`config.mk`:
```
export PLATFORM = sky130hd
export DESIGN_NAME = mfp_ahb_botif
export DESIGN_NICKNAME = d
export VERILOG_FILES = /design/src/rtl/mfp_ahb_botif.sv
export SDC_FILE = /design/constraint.sdc
export NUM_CORES = 1
export LEC_CHECK = 0
export CELL_PAD_IN_SITES_DETAIL_PLACEMENT = 2
export CELL_PAD_IN_SITES_GLOBAL_PLACEMENT = 2
export CORE_MARGIN = 8
export CORE_UTILIZATION = 22
export DETAILED_ROUTE_END_ITERATION = 8
export GPL_ROUTABILITY_DRIVEN = 0
export PLACE_DENSITY_LB_ADDON = 0.1
export SYNTH_ARGS = -nofsm -noshare
export SYNTH_HDL_FRONTEND = slang
export SYNTH_SLANG_ARGS = --single-unit
```
`constraint.sdc`:
```
create_clock -name HCLK -period 2.15 [get_ports HCLK]
set_input_delay 0.645 -clock HCLK [delete_from_list [all_inputs] [get_ports HCLK]]
set_output_delay 0.645 -clock HCLK [all_outputs]
set_load 0.05 [all_outputs]
```
`src/rtl/mfp_ahb_botif.sv`:
```
// AHB-Lite slave bridging the bot: status snapshot, control byte,
// update handshake (IDLE/PEND/ACK). Optional: MFP_BOTIF_ERR_RESP_EN.
// Ports: HCLK/SI_Reset, AHB slave (HSEL..HREADY in; HRDATA,
// HREADYOUT, HRESP out), bot side (IO_BotInfo, IO_BotUpdt_Sync in;
// IO_BotCtrl, IO_INT_ACK out).
module mfp_ahb_botif (
  input  logic        HCLK,
  input  logic        SI_Reset,
  input  logic        HSEL,
  input  logic [31:0] HADDR,
  input  logic [1:0]  HTRANS,
  input  logic        HWRITE,
  input  logic [2:0]  HSIZE,
  input  logic [31:0] HWDATA,
  input  logic        HREADY,
  output logic [31:0] HRDATA,
  output logic        HREADYOUT,
  output logic        HRESP,
  input  logic [31:0] IO_BotInfo,
  input  logic        IO_BotUpdt_Sync,
  output logic [7:0]  IO_BotCtrl,
  output logic        IO_INT_ACK
);

  localparam logic [1:0] ST_IDLE = 2'd0;
  localparam logic [1:0] ST_PEND = 2'd1;
  localparam logic [1:0] ST_ACK  = 2'd2;

  localparam logic [1:0] OFF_INFO = 2'd0;
  localparam logic [1:0] OFF_CTRL = 2'd1;
  localparam logic [1:0] OFF_STAT = 2'd2;
  localparam logic [1:0] OFF_ACK  = 2'd3;

  logic        dv_q;
  logic        wr_q;
  logic [1:0]  off_q;
  logic [1:0]  lane_q;
  logic [2:0]  size_q;
  logic [7:0]  ctrl_q, ctrl_d;
  logic [31:0] info_q, info_d;
  logic [1:0]  st_q, st_d;
  logic        prev_q;
  logic        ack_q;
  logic        addr_take;
  logic        bad;
  logic        rd_en;
  logic        wr_en;
  logic        rise;
  logic [31:0] rdata;
  logic        unused_ok;

  assign unused_ok = ^{HADDR[31:4], HWDATA[31:8]};

  // INFO and STAT have even offsets: writes to them are illegal.
  assign bad   = dv_q & ((size_q > 3'd2) | (wr_q & ~off_q[0]));
  assign rd_en = dv_q & ~wr_q & ~bad;
  assign wr_en = dv_q & wr_q & ~bad;
  assign rise  = IO_BotUpdt_Sync & ~prev_q;

`ifdef MFP_BOTIF_ERR_RESP_EN
  logic err2_q;

  // First error cycle stalls the bus; its address phase is dropped.
  assign addr_take = HSEL & HTRANS[1] & HREADY & ~bad;
  assign HREADYOUT = ~bad;
  assign HRESP     = bad | err2_q;

  always_ff @(posedge HCLK or posedge SI_Reset) begin
    if (SI_Reset) err2_q <= 1'b0;
    else          err2_q <= bad;
  end
`else
  assign addr_take = HSEL & HTRANS[1] & HREADY;
  assign HREADYOUT = 1'b1;
  assign HRESP     = 1'b0;
`endif

  always_comb begin
    rdata = '0;
    if (rd_en) begin
      unique case (off_q)
        OFF_INFO: rdata = info_q;
        OFF_CTRL: rdata = {24'h0, ctrl_q};
        OFF_STAT: rdata = {30'h0, ack_q, st_q == ST_PEND};
        OFF_ACK:  rdata = '0;
      endcase
    end
  end

  assign HRDATA     = rdata;
  assign IO_BotCtrl = ctrl_q;
  assign IO_INT_ACK = ack_q;

  always_comb begin
    st_d   = st_q;
    info_d = info_q;
    ctrl_d = ctrl_q;
    // Only the lane holding bits [7:0] may update CTRL.
    if (wr_en && off_q == OFF_CTRL &&
        (size_q == 3'd2 || lane_q == 2'd0))
      ctrl_d = HWDATA[7:0];
    unique case (st_q)
      ST_IDLE: begin
        if (rise) begin
          st_d   = ST_PEND;
          info_d = IO_BotInfo;
        end
      end
      ST_PEND: begin
        if (wr_en && off_q == OFF_ACK && HWDATA[0])
          st_d = ST_ACK;
      end
      ST_ACK: begin
        if (!IO_BotUpdt_Sync) st_d = ST_IDLE;
      end
      default: st_d = ST_IDLE;
    endcase
  end

  always_ff @(posedge HCLK or posedge SI_Reset) begin
    if (SI_Reset) begin
      dv_q   <= 1'b0;
      wr_q   <= 1'b0;
      off_q  <= 2'd0;
      lane_q <= 2'd0;
      size_q <= 3'd0;
    end else begin
      dv_q <= addr_take;
      if (addr_take) begin
        wr_q   <= HWRITE;
        off_q  <= HADDR[3:2];
        lane_q <= HADDR[1:0];
        size_q <= HSIZE;
      end
    end
  end

  // The update line is low whenever ACK exits, so prev_q is 0 then.
  always_ff @(posedge HCLK or posedge SI_Reset) begin
    if (SI_Reset) begin
      ctrl_q <= 8'h00;
      info_q <= '0;
      st_q   <= ST_IDLE;
      prev_q <= 1'b0;
      ack_q  <= 1'b0;
    end else begin
      ctrl_q <= ctrl_d;
      info_q <= info_d;
      st_q   <= st_d;
      prev_q <= IO_BotUpdt_Sync;
      ack_q  <= (st_d == ST_ACK);
    end
  end

endmodule

```
Gate families picked out:
Scale: 3 px per um.
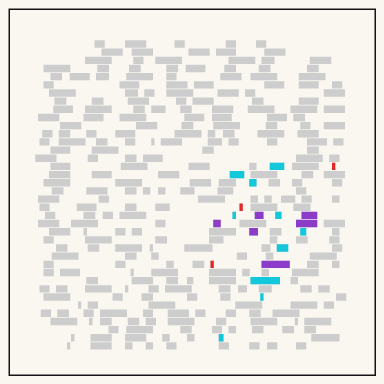
| colour | family | cells |
|---|---|---|
| cyan | NAND gates | 10 |
| red | inverters | 3 |
| purple | inverting AOI/OAI gates | 6 |
most numerous logic cell after layout: clkdlybuf4s50_1
fin cells: 427

Routing congestion:
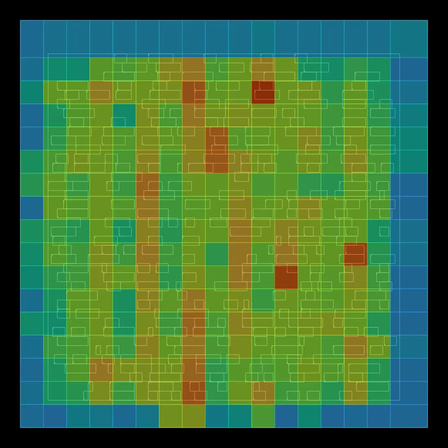
M2 GR Usage: 18.62%
GRT Total Usage: 10.98%
grt peak-use layer: met2
M3 GR Usage: 4.048%

Signal metal coverage by tile:
Scale: 3 px per um. The die is cut into 24 by 24 equal tiles; white is low, dark blue is high, scaled to the fullest tile. Values are wire area over tile area, all layers added.
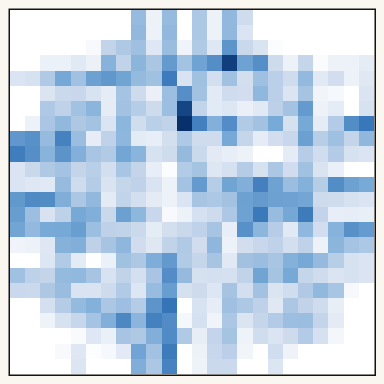
mean over tiles: 0.083
tiles over half the peak: 13%
fullest tile: 0.33
nearly empty tiles: 18%
densest ninth of the die: middle left

Clock wires, drivers and flops:
Scale: 4 px per um.
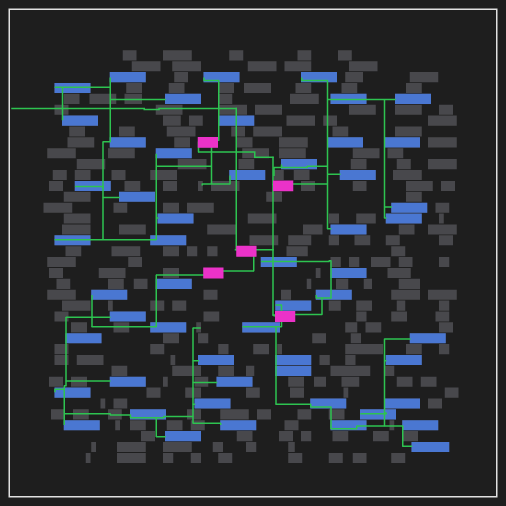
[green] clock wires | length: 843 um
[magenta] cells driving clock nets | count: 5
[blue] flip-flops | count: 53
routed clock nets: 6
flops lie: widely spread
Clk pwr share: 16.9%
P_clk: 574 uW
Worst-Skew Late Latency: 0.31 ns
clk_skew: 0.01014 ns

Port wiring:
Scale: 4 px per um.
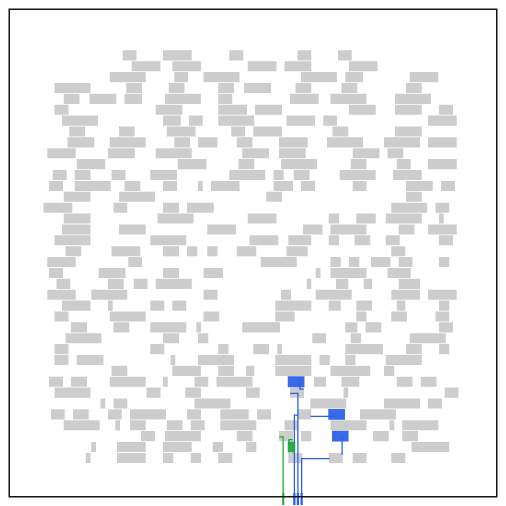
| colour | port | bits | direction | edge | end cells | buffers | wire |
|---|---|---|---|---|---|---|---|
| blue | HSIZE | 3 | input | bottom | 3 | 3 | 77.5 um |
| green | HREADY | 1 | input | bottom | 1 | 1 | 17.6 um |
Top-Level Pins: 150
port bufs: 94

[cells in the final DEF, fill, tap and decap left out, types with 2 or more instances in the layout]
cell type	Yosys	routed
nor2_1	7	6
clkdlybuf4s50_1	0	53
nor3b_2	1	4
buf_6	2	2
nor3_4	1	2
o32ai_1	2	2
mux2i_1	7	7
clkbuf_1	2	2
dfrtp_2	0	2
nand2_1	4	2
conb_1	2	2
nor3b_4	0	21
mux2_2	48	48
dfrtp_1	53	51
buf_4	4	19
nand2b_4	1	2
inv_1	3	2
clkbuf_8	0	5
buf_12	0	36
[routing by layer]
layer,up-vias,routed length (um),track usage [%]
met4,0,74,2.776
li1,845,-,-
met3,6,562,4.048
met5,-,0,0
met2,50,3922,18.62
met1,943,3245,12.84
[logic make-up after synthesis]
group           share of synthesized area (%)
compound gates                          3.067
buf+inv                                 3.730
flops                                   54.16
mux                                     24.94
other cells                            0.3067
simple gates                            13.80
[power by group through the flow]
stage	Clock [mW]	Sequential, mW	Combinational [mW]
final	0.574	1.58	1.24
after global routing	0.642	1.64	1.33
after CTS	0.615	1.59	1.26
after detailed placement	0	1.58	1.14
after global placement	0	1.57	1.12
after floorplan	0	1.62	0.705
[through the flow]
stage               area, um2  TNS [ns]  util [%]  setup slack [ns]
finish                   4388    -6.435     40.48           -0.2418
global route             4388    -9.390     40.48           -0.3260
CTS                      4383    -8.064     40.43           -0.2889
detailed placement       4139    -1.733     38.18          -0.07669
global placement         4139    -2.004     38.18          -0.08446
floorplan                2625    -4.150         -           -0.1847
[cell type report]
type                            instances  area (um2)
Clock buffer                            7       76.32
Sequential cell                        53        1329
Inverter                                3       11.26
Timing Repair Buffer                  111        1431
Clock inverter                          1       7.507
Multi-Input combinational cell        112        1358
Tap cell                              140       175.2
Fill cell                            1076        6452
==> results.json <==
{
  "finalSetupViolations": 32,
  "cp-endpoint": "HRDATA[16]",
  "start_kind": "flip-flop",
  "crit_start": "size_q[2]",
  "yosysTopAreaCell": "dfrtp_1",
  "drive_above_1_share_pct": 53.31,
  "common_cells": "dfrtp_1 (53), mux2_2 (48), nor3b_1 (24)",
  "slew_violations": 0,
  "grt_pass1_vias": 2202,
  "swShare_pct": 31.03,
  "drt-initial-drc-count": 31,
  "status": "complete, but fails checks",
  "p_comb_share_pct": 36.5,
  "crit_required_ns": 1.50,
  "seqPwrFrac_pct": 46.6,
  "hold_class": "reg2reg",
  "die_x_um": 121.5,
  "fp_util_pct": 22.59,
  "crit_cells": 5,
  "synthCells": 180,
  "intPower_mw": 2.345,
  "hold_end": "info_q[16]",
  "finalCritPeriodShare_pct": 111.2,
  "setup_ws_ns": -0.2418,
  "warnings": 82,
  "hold_viol": 0,
  "dp_hpwl_um": 5744,
  "whs_path_depth": 1,
  "worst-path-max-fanout": 20,
  "cts_sinks": 53,
  "max_freq_mhz": 418.1,
  "grt_pass1_wl_um": 12640,
  "path_buffers": 2,
  "top_cell_area_share_pct": 54.16,
  "final_antenna_net_count": 0,
  "yosys_cells": 180,
  "path_cells": "and2b_2 -> nand4bb_4 -> buf_12 -> nor3b_2 -> buf_12",
  "p_leak_nw": 1.788,
  "holdCritStartpoint": "info_q[16]",
  "clockBufferDepth": 2,
  "timing.hold.ws_ns": 0.5074,
  "yosys-stat-area_um2": 2449,
  "postCtsHoldBufs": 0,
  "htreeDepth": 2,
  "power_mw": 3.400,
  "antenna_cells": 0,
  "cp.arrival_ns": 1.75,
  "r2r-start": "st_q[1]",
  "antenna_found_initial": 0,
  "min_period_ns": 2.392,
  "wl_per_cell_um": 18.28,
  "cts_inserted_buffers": 5,
  "core_area_um2": 10840,
  "grt-ovfl-total": 0,
  "power_switching_mw": 1.055,
  "cts_tree": "built",
  "synth.ff_latch_count": 53,
  "power_density_nw_per_um2": 774.8,
  "crit_top_cell": "buf_12",
  "cts-root-buf": "clkbuf_8",
  "synth_async_sr_flop_share_pct": 100.0,
  "die_area_um2": 14760,
  "violations": "setup timing",
  "ff_type": "dfrtp_1",
  "ir_drop_mv": 0.2650,
  "synth_nets": 287,
  "area_delta_synth_final_pct": 79.20,
  "ys_types": 31,
  "cp_slowest_cell": "dfrtp_1",
  "cpPeakStageDelay_ns": 0.39,
  "top_cells_by_area": "dfrtp_1 (54%), mux2_2 (22%), nor3b_1 (7.4%)",
  "cp-end-kind": "output pin",
  "cts_resized": 28,
  "critPathKind": "reg2out",
  "clkTransAtPathRegs_ns": 0.10,
  "drc": 0,
  "reg2reg_to": "info_q[10]",
  "vias": 1844,
  "synth_seq_share_pct": 54.16,
  "largest_register_ffs": 32,
  "synth.avg_cell_area_um2": 13.60,
  "cts_setup_buffers": 2,
  "cp_top_family": "simple AND/OR/NAND/NOR gates",
  "top_cell": "dfrtp_1",
  "routed_wl_um": 7805
}
No activity file was given, so power comes from the tool's default toggle rates.
